**src/rtl/fetch_unit.sv**
```systemverilog
// fetch_unit: owns the PC, issues word fetches and buffers up to DEPTH {pc, instruction} pairs for decode.
// Optional FETCH_ALIGN_CHECK_EN: misaligned redirects are ignored and flagged on o_align_error.
module fetch_unit #(
  parameter int ADDR_W = 32,
  parameter int DATA_W = 32,
  parameter int DEPTH = 4,
  parameter logic [ADDR_W-1:0] RESET_PC = '0
) (
  input  logic              i_clk,
  input  logic              i_rst_n,
  input  logic              i_enable,
  output logic              o_imem_req_valid,
  output logic [ADDR_W-1:0] o_imem_req_address,
  input  logic              i_imem_req_ready,
  input  logic              i_imem_resp_valid,
  input  logic [DATA_W-1:0] i_imem_resp_data,
  input  logic              i_redirect_valid,
  input  logic [ADDR_W-1:0] i_redirect_target,
  output logic              o_inst_valid,
  output logic [DATA_W-1:0] o_inst_data,
  output logic [ADDR_W-1:0] o_inst_pc,
  input  logic              i_inst_ready,
  output logic              o_align_error
);
  localparam int PTR_W = $clog2(DEPTH);
  localparam int CNT_W = PTR_W + 1;
  localparam logic [CNT_W-1:0] FULL = CNT_W'(DEPTH);
  logic [ADDR_W-1:0] r_pc;
  logic [PTR_W-1:0]  r_alloc, r_fill, r_head;
  logic [CNT_W-1:0]  r_occ, r_pend, r_discard;
  logic [DEPTH-1:0]  r_filled;
  logic [ADDR_W-1:0] r_pc_q [DEPTH];
  logic [DATA_W-1:0] r_data_q [DEPTH];
  logic              w_redir, w_acc, w_keep, w_pop, w_inst_valid;
  logic [ADDR_W-1:0] w_target;
`ifdef FETCH_ALIGN_CHECK_EN
  logic r_align_error;
  assign w_redir = i_redirect_valid & (i_redirect_target[1:0] == 2'b00);
  assign w_target = i_redirect_target;
  assign o_align_error = r_align_error;
  always_ff @(posedge i_clk or negedge i_rst_n)
    if (!i_rst_n) r_align_error <= 1'b0;
    else r_align_error <= i_redirect_valid & (i_redirect_target[1:0] != 2'b00);
`else
  assign w_redir = i_redirect_valid;
  assign w_target = i_redirect_target & ~{{(ADDR_W-2){1'b0}}, 2'b11};
  assign o_align_error = 1'b0;
`endif
  assign o_imem_req_valid = i_rst_n & i_enable & ~w_redir & (r_occ != FULL);
  assign o_imem_req_address = r_pc;
  assign w_acc = o_imem_req_valid & i_imem_req_ready;
  assign w_keep = i_imem_resp_valid & (r_discard == '0);
  assign w_inst_valid = r_filled[r_head] & (r_occ != '0);
  assign w_pop = w_inst_valid & i_inst_ready;
  assign o_inst_valid = w_inst_valid;
  assign o_inst_data = w_inst_valid ? r_data_q[r_head] : '0;
  assign o_inst_pc = w_inst_valid ? r_pc_q[r_head] : '0;
  always_ff @(posedge i_clk) begin
    if (w_acc) r_pc_q[r_alloc] <= r_pc;
    if (w_keep) r_data_q[r_fill] <= i_imem_resp_data;
  end
  // r_pend tracks accepted-but-unanswered requests so a redirect knows how many responses to drop
  always_ff @(posedge i_clk or negedge i_rst_n) begin
    if (!i_rst_n) begin
      r_pc <= RESET_PC;
      r_alloc <= '0;
      r_fill <= '0;
      r_head <= '0;
      r_occ <= '0;
      r_pend <= '0;
      r_discard <= '0;
      r_filled <= '0;
    end else if (w_redir) begin
      r_pc <= w_target;
      r_alloc <= '0;
      r_fill <= '0;
      r_head <= '0;
      r_occ <= '0;
      r_pend <= '0;
      r_filled <= '0;
      r_discard <= r_discard + r_pend - CNT_W'(i_imem_resp_valid);
    end else begin
      if (w_acc) begin
        r_filled[r_alloc] <= 1'b0;
        r_alloc <= r_alloc + PTR_W'(1);
        r_pc <= r_pc + ADDR_W'(4);
      end
      if (w_keep) begin
        r_filled[r_fill] <= 1'b1;
        r_fill <= r_fill + PTR_W'(1);
      end
      if (i_imem_resp_valid & ~w_keep) r_discard <= r_discard - CNT_W'(1);
      if (w_pop) r_head <= r_head + PTR_W'(1);
      r_occ <= r_occ + CNT_W'(w_acc) - CNT_W'(w_pop);
      r_pend <= r_pend + CNT_W'(w_acc) - CNT_W'(w_keep);
    end
  end
endmodule

```
**config.mk**
```make
export PLATFORM = sky130hd
export DESIGN_NAME = fetch_unit
export DESIGN_NICKNAME = d
export VERILOG_FILES = /design/src/rtl/fetch_unit.sv
export SDC_FILE = /design/constraint.sdc
export NUM_CORES = 1
export LEC_CHECK = 0
export ABC_CLOCK_PERIOD_IN_PS = 4400
export CAP_MARGIN = 20
export CORE_MARGIN = 2
export CORE_UTILIZATION = 45
export DETAILED_ROUTE_END_ITERATION = 7
export PLACE_DENSITY = 0.68
export SYNTH_ARGS = -nofsm -noshare
export SYNTH_HDL_FRONTEND = slang
export SYNTH_SLANG_ARGS = --single-unit
```
**constraint.sdc**
```tcl
create_clock -name i_clk -period 4.4 [get_ports i_clk]
set_input_delay 0.66 -clock i_clk [delete_from_list [all_inputs] [get_ports i_clk]]
set_output_delay 0.66 -clock i_clk [all_outputs]
set_load 0.01 [all_outputs]
```
==> run notes <==
yosys + openroad results -> Gate Count Post-Synth 732, yosys stat area 12400 um^2, worst slew pin tran 1020 ps, CP endpoint o_inst_data[21], DRT iter0 DRCs 586, Setup Buffers After CTS 0, most common cell after layout, fill and taps aside edfxtp_1, drt drc 0, initial antenna violation count 0, sequential portion of the cell area 56.2%, Power Clock 2.50 mW, met1 wire length 11500 um, CP max FO 30, first-pass GRT wire length 41100 um, sequential share of power 51.8%, dpl cell area 14500 um^2, top cell category sequential cells, max reg flops 128, YS warnings 0, RSZ-0062 raised after global routing no, Post-Route Utilization 57.1%, comb area leader multiplexers, Async SR Flop Fraction 16.5%, largest area contributor in the netlist edfxtp_1, adder share 2.30%, sequential cell area 8680 um^2, routed len/inst 20.5 um, commonest non-fill, non-tap cells in the layout 248 x edfxtp_1, 160 x clkdlybuf4s50_1, 63 x mux4_2, 63 x and2_1, 49 x nand2_1, cts hold-fix bufs 0, FP Rows 60, Synth mux share 11.6%, top sig layer met4, worst reg2reg startpoint r_head[0], simple share 8.80%, Ports 170, H-tree depth 1, pins over their slew limit 0, status finished clean, final setup margin 714 ps, RePlAce Congestion 0.779, XOR/XNOR Fraction of Synth Area 1.06%, clock tree buffer depth 3, total die size 28900 um^2, diode count 0, hold_ws 393 ps, top cells by count 248 x edfxtp_1, 67 x and2_1, 63 x mux4_2, NonClk Buf Share 11.7%, RR Endpoint r_occ[2], final antenna-violating net count 0, gr busiest metal met2, combinational power share 9.2%, GRT Residual Overflow 0, Die H 170 um, CP Cell Sequence mux4_2, o31a_2, buf_4, and2_1, clkdlybuf4s50_1, Late-Pin Clk Latency 550 ps, Req. time, crit path 3740 ps, share of cells above drive strength 1 15.5%, Leak 5.23 nW, Min-Delay Path Class in2async, final critical-path share of the clock period 83.8%, crit path DAT 3030 ps, yosys cell count 732, Critical Path Sink Type output port, Tap Cells 341, number of non-clock buffers 181, Worst path depth 5, most common cell in the netlist edfxtp_1, flop count 297, count of final setup violators 0, CP Launch Point r_head[0], routed wl met3 1330 um, clock network area share 6.39%, Reg2Reg Depth 10, worst path bufs/invs 2, Signal inverters 24, Post-synth seq share 70.0%, chip width 170 um, multi-input combinational area share 22.4%, Clock Skew 12.6 ps, kind of critical path reg2out, total core area 27000 um^2, Peak VDD IR 0.261 mV, switching share of power 22.1%, total tool warning count 35
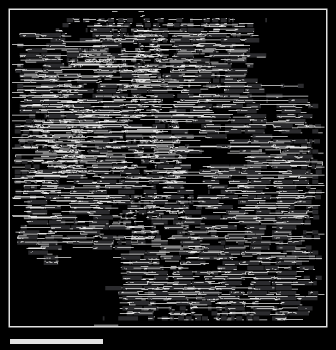
Fig. 1. M1 wires.
Bar = 50 um. Cells faint in the background.
longest straight run: 56.6 um
share of all routed wire: 44%
main direction: horizontal
WL final: 26100 um
grt met1 use: 26.1%
via count: 7039

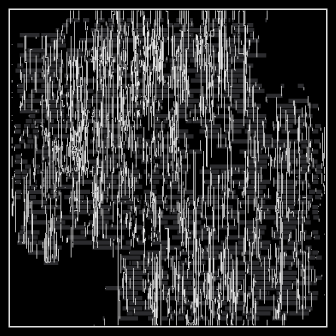
Fig. 2. Signal wires on met2.
Cells faint in the background.
share of all routed wire: 49%
main direction: vertical
nets with wire on the layer: 854
wire length on this layer: 12900 um

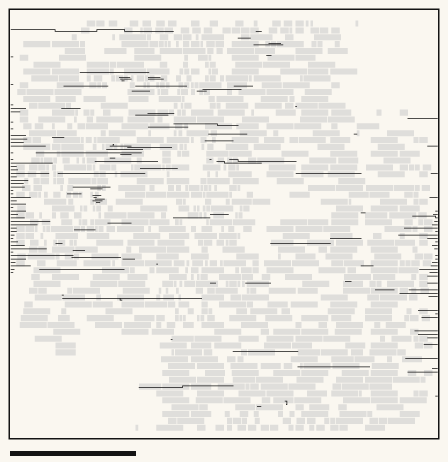
Fig. 3. M3 wires.
Bar = 50 um. Cells faint in the background.
nets with wire on the layer: 128
main direction: horizontal
grt met3 use: 2.86%

Power figures rest on the tool's default switching activity, not on a simulated workload.
